Design mult_seq_digit, sky130hd; sources not shown.
### M1 wires

Scale bar: 20 um. Supply wires on this layer in grey.
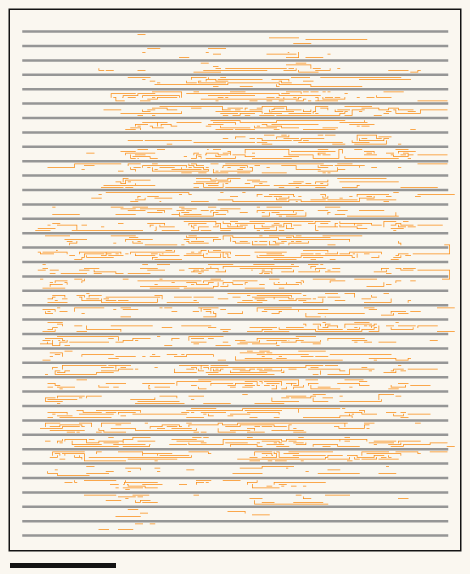
main direction	horizontal
share of all routed wire	39%
Routed Wire Length: 9860 um
Vias: 3600

### M2 wires

Scale bar: 20 um.
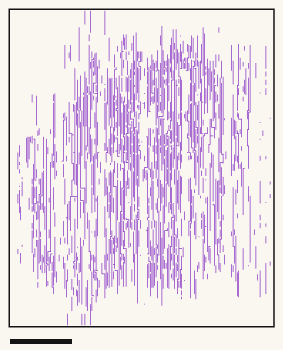
share of all routed wire	53%
main direction	vertical
longest straight run	40.3 um
wire length on this layer	5250 um
nets with wire on the layer	476
met2 Track Usage GR: 0.425

### Signal wires on met3

Cells faint in the background.
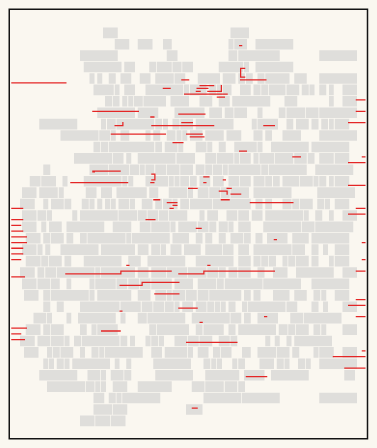
share of all routed wire	3.5%
main direction	horizontal
longest straight run	16.8 um
met3 layer usage reported by global route: 0.0331

### Metal 4

Scale bar: 20 um. Supply wires on this layer in grey.
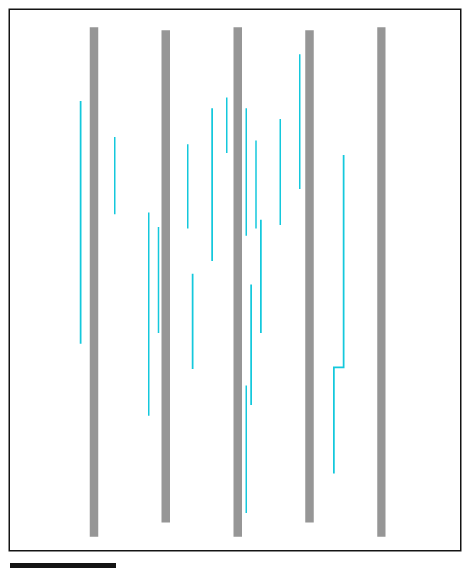
longest straight run	45.6 um
share of all routed wire	4.1%
wire length on this layer	404 um
main direction	vertical
nets with wire on the layer	13

==> flow_summary.html <==
<p>Metrics extracted from the flow reports.</p>
<table>
<tr><th>Metric</th><th>Value</th></tr>
<tr><th colspan="2">Run status</th></tr>
<tr><td>Run status</td><td>finished with violations</td></tr>
<tr><td>Failing checks</td><td>negative setup slack</td></tr>
<tr><th colspan="2">Final timing</th></tr>
<tr><td>Final tally of hold violations</td><td>0</td></tr>
<tr><td>Final critical-path share of the clock period</td><td>1.00</td></tr>
<tr><td>Post-Route Skew</td><td>0.0149 ns</td></tr>
<tr><td>Setup ws final</td><td>-0.000374 ns</td></tr>
<tr><td>Final tally of setup violations</td><td>1</td></tr>
<tr><td>Minimum clock period after layout</td><td>3.62 ns</td></tr>
<tr><td>Actual transition at the worst max-transition pin</td><td>1.16 ns</td></tr>
<tr><td>Worst slew margin</td><td>0.226</td></tr>
<tr><td>Total Neg Setup Slack</td><td>-0.000374 ns</td></tr>
<tr><td>Max-slew violation count</td><td>0</td></tr>
<tr><td>Timing-limited maximum frequency</td><td>276 MHz</td></tr>
<tr><td>Setup repair after global routing missed its margin</td><td>yes</td></tr>
<tr><th colspan="2">Setup path</th></tr>
<tr><td>Data arrival time at the worst-slack endpoint</td><td>3.90 ns</td></tr>
<tr><td>Endpoint required time on the critical path</td><td>3.90 ns</td></tr>
<tr><td>Register-to-Register Setup Slack</td><td>-0.0004 ns</td></tr>
<tr><td>Crit path capture type</td><td>flip-flop</td></tr>
<tr><td>Startpoint class of the critical path</td><td>flip-flop</td></tr>
<tr><td>Critical Setup Path Class</td><td>reg2reg</td></tr>
<tr><td>Top fanout value on the critical path</td><td>4</td></tr>
<tr><td>FF-to-FF path depth</td><td>15</td></tr>
<tr><th colspan="2">Synthesis</th></tr>
<tr><td>Cell type contributing the most total cell area after synthesis</td><td>dfrtp_1</td></tr>
<tr><td>Number of flops mapped to enable cells by yosys</td><td>0</td></tr>
<tr><td>Async S/R FF share, synth</td><td>1.00</td></tr>
<tr><td>Netlist area before placement</td><td>3900 um^2</td></tr>
<tr><td>Synthesized area per cell</td><td>8.74 um^2</td></tr>
<tr><td>Number of cells in the yosys synthesis report</td><td>446</td></tr>
<tr><td>Ranking of synthesized cells by area</td><td>dfrtp_1 37%, ha_1 7.4%, o21ai_0 5.3%</td></tr>
<tr><td>Ys flop type</td><td>dfrtp_1</td></tr>
<tr><td>Number of unique standard cell types used by synthesis</td><td>55</td></tr>
<tr><td>Yosys stat chip area</td><td>3900 um^2</td></tr>
<tr><td>Gate Count Post-Synth</td><td>446</td></tr>
<tr><td>Register area share after synthesis</td><td>0.366</td></tr>
<tr><td>Number of warnings printed during yosys synthesis</td><td>0</td></tr>
<tr><td>Register bit total from synthesis</td><td>57</td></tr>
<tr><td>Top post-synthesis cells by count</td><td>57 x dfrtp_1, 53 x nand2_1, 41 x o21ai_0</td></tr>
<tr><td>Nets in the synthesized netlist</td><td>491</td></tr>
<tr><td>Most common cell in the synthesized netlist</td><td>dfrtp_1</td></tr>
<tr><td>Top cell type's share of synthesized area</td><td>0.366</td></tr>
<tr><th colspan="2">Route</th></tr>
<tr><td>Via count normalized by instance count</td><td>5.96</td></tr>
<tr><td>WL per Instance</td><td>16.3 um</td></tr>
<tr><td>DRC violation count after routing</td><td>0</td></tr>
<tr><td>DRC marker count from the first detailed-route iteration</td><td>198</td></tr>
<tr><td>Number of antenna-violating nets in the routed design</td><td>0</td></tr>
<tr><td>Length of the first detailed-routing pass in iterations</td><td>4</td></tr>
<tr><th colspan="2">CTS</th></tr>
<tr><td>Number of H-tree levels</td><td>3</td></tr>
<tr><td>Number of sinks handled by clock tree synthesis</td><td>57</td></tr>
<tr><td>Max clock buf depth</td><td>2</td></tr>
<tr><td>Inserted Clock Buffers</td><td>9</td></tr>
<tr><td>TritonCTS clock tree</td><td>yes</td></tr>
<tr><td>Clk Latency, worst-skew pair</td><td>0.35 ns</td></tr>
<tr><td>Post-CTS clock slew at the launch and capture registers of the worst setup and hold paths</td><td>0.07 ns</td></tr>
<tr><td>Clock root buffer</td><td>clkbuf_8</td></tr>
<tr><th colspan="2">Flow run</th></tr>
<tr><td>Stage-log warning count</td><td>29</td></tr>
<tr><td>Max capacitance violation total</td><td>0</td></tr>
<tr><th colspan="2">Floorplan</th></tr>
<tr><td>Die Y-Extent</td><td>102 um</td></tr>
<tr><td>Number of primary I/O pins</td><td>38</td></tr>
<tr><td>Rows</td><td>35</td></tr>
<tr><td>Chip area</td><td>8670 um^2</td></tr>
<tr><td>Standard cell core area</td><td>7660 um^2</td></tr>
<tr><td>Chip Width</td><td>85 um</td></tr>
<tr><td>Initial Util</td><td>0.509</td></tr>
<tr><th colspan="2">Hold path</th></tr>
<tr><td>Worst min-delay path category</td><td>in2async</td></tr>
<tr><th colspan="2">Global route</th></tr>
<tr><td>Initial antenna violation count</td><td>0</td></tr>
<tr><td>Total gr overflow</td><td>0</td></tr>
<tr><td>Number of global-route vias before repair</td><td>3641</td></tr>
<tr><td>Maximum number of pins on one net before global-route repair</td><td>47</td></tr>
<tr><td>First-pass GRT wire length</td><td>16500 um</td></tr>
<tr><td>Tot GR Track Use</td><td>0.238</td></tr>
<tr><th colspan="2">Layout</th></tr>
<tr><td>Number of nets in the final layout</td><td>553</td></tr>
<tr><td>Area growth from synthesis to final layout</td><td>30.4%</td></tr>
<tr><td>Area occupied by multi-input gates</td><td>2660 um^2</td></tr>
<tr><td>Reg area</td><td>1430 um^2</td></tr>
<tr><td>Number of fill cells</td><td>587</td></tr>
<tr><td>Post-route cell area</td><td>5090 um^2</td></tr>
<tr><td>Antenna diode count</td><td>0</td></tr>
<tr><td>Fraction of layout instances using a drive strength above 1</td><td>0.215</td></tr>
<tr><th colspan="2">Place</th></tr>
<tr><td>Global placer's final weighted congestion</td><td>0.867</td></tr>
<tr><td>Port Buffer Count</td><td>37</td></tr>
<tr><td>Area after detailed placement</td><td>4510 um^2</td></tr>
<tr><td>Sum of net half-perimeters after detailed placement</td><td>6740 um</td></tr>
<tr><th colspan="2">Pwr</th></tr>
<tr><td>IR Drop Worst-Case VDD</td><td>504 uV</td></tr>
<tr><td>PD cells</td><td>943 nW/um^2</td></tr>
<tr><td>Leakage power of the design</td><td>2.11 nW</td></tr>
</table>
-- metrics by stage --
stage | hold slack, ns | setup WS [ns] | power [mW] | utilization | std cells
floorplan | 0.428 | -0.0174 | 2.81 | - | 446
global placement | 0.461 | -0.0604 | 3.50 | 0.589 | 582
detailed placement | 0.469 | -0.206 | 3.61 | 0.589 | 582
CTS | 0.482 | -0.0140 | 4.45 | 0.637 | 604
global route | 0.434 | -0.0846 | 5.15 | 0.664 | 604
finish | 0.366 | -0.000374 | 4.80 | 0.664 | 604
-- cell usage in the layout, fill, tap and decap left out, drive strengths merged, types with 6 or more instances in the layout --
master         count
o21ai             48
nand3             24
clkbuf            12
a211oi             6
xor2              18
clkdlybuf4s50     36
nand2b            10
buf               33
ha                23
nor2              35
o31ai             11
xnor2             14
or3                6
a31oi              7
dfrtp             57
nor3               7
nand2             53
a21oi             18
inv               21
-- report_power, final --
part           switching, mW  internal [mW]
Clock                  0.256          0.349
Combinational           1.59           1.40
Sequential             0.287          0.917
Total                   2.13           2.66
-- critical path, cell delays in order (launching register included) --
cell,delay [ns]
dfrtp_2,0.40
mux4_2,0.54
and2_4,0.19
ha_4,0.15
ha_4,0.21
buf_4,0.13
a31oi_1,0.20
nor2b_1,0.11
ha_1,0.37
o21a_1,0.20
o31ai_4,0.10
buf_4,0.16
a21oi_4,0.16
a211oi_2,0.10
nor4b_1,0.34
nand3b_1,0.18
-- what timing repair did --
| action | CTS | global route |
|---|---|---|
| gates resized | 26 | 42 |
| pin swaps | 13 | 18 |
| hold endpoints to repair | 0 | 0 |
| setup endpoints to repair | 7 | 8 |
| buffers inserted | 7 | 2 |
| hold buffers | 0 | 0 |
-- per-layer routing --
layer	GRT usage	vias to the layer above	share of wire
li1	-	1722	-
met1	0.272	1728	0.39
met2	0.425	113	0.53
met3	0.0331	37	0.035
met4	0.138	0	0.041
met5	0	-	0
-- final cells by class --
class | instances | area share
multi-input cells | 350 | 0.523
clock inverters | 3 | 0.00787
inverters | 21 | 0.0155
clock buffers | 12 | 0.0305
well taps | 92 | 0.0226
repair buffers | 69 | 0.120
flip-flops and latches | 57 | 0.281
-- logic make-up (layout without fill, tap and decap cells) --
| family | count (synthesis) | in the layout | share of synthesized area |
|---|---|---|---|
| AND-OR/OR-AND | 119 | 119 | 0.195 |
| XOR/XNOR | 32 | 32 | 0.0719 |
| adder cells (fa/ha/maj) | 25 | 25 | 0.0841 |
| buffers and inverters | 39 | 105 | 0.0379 |
| flip-flops | 57 | 57 | 0.366 |
| multiplexers | 10 | 10 | 0.0388 |
| AND/OR/NAND/NOR | 164 | 164 | 0.207 |
Power is estimated from default activity; no workload was simulated.
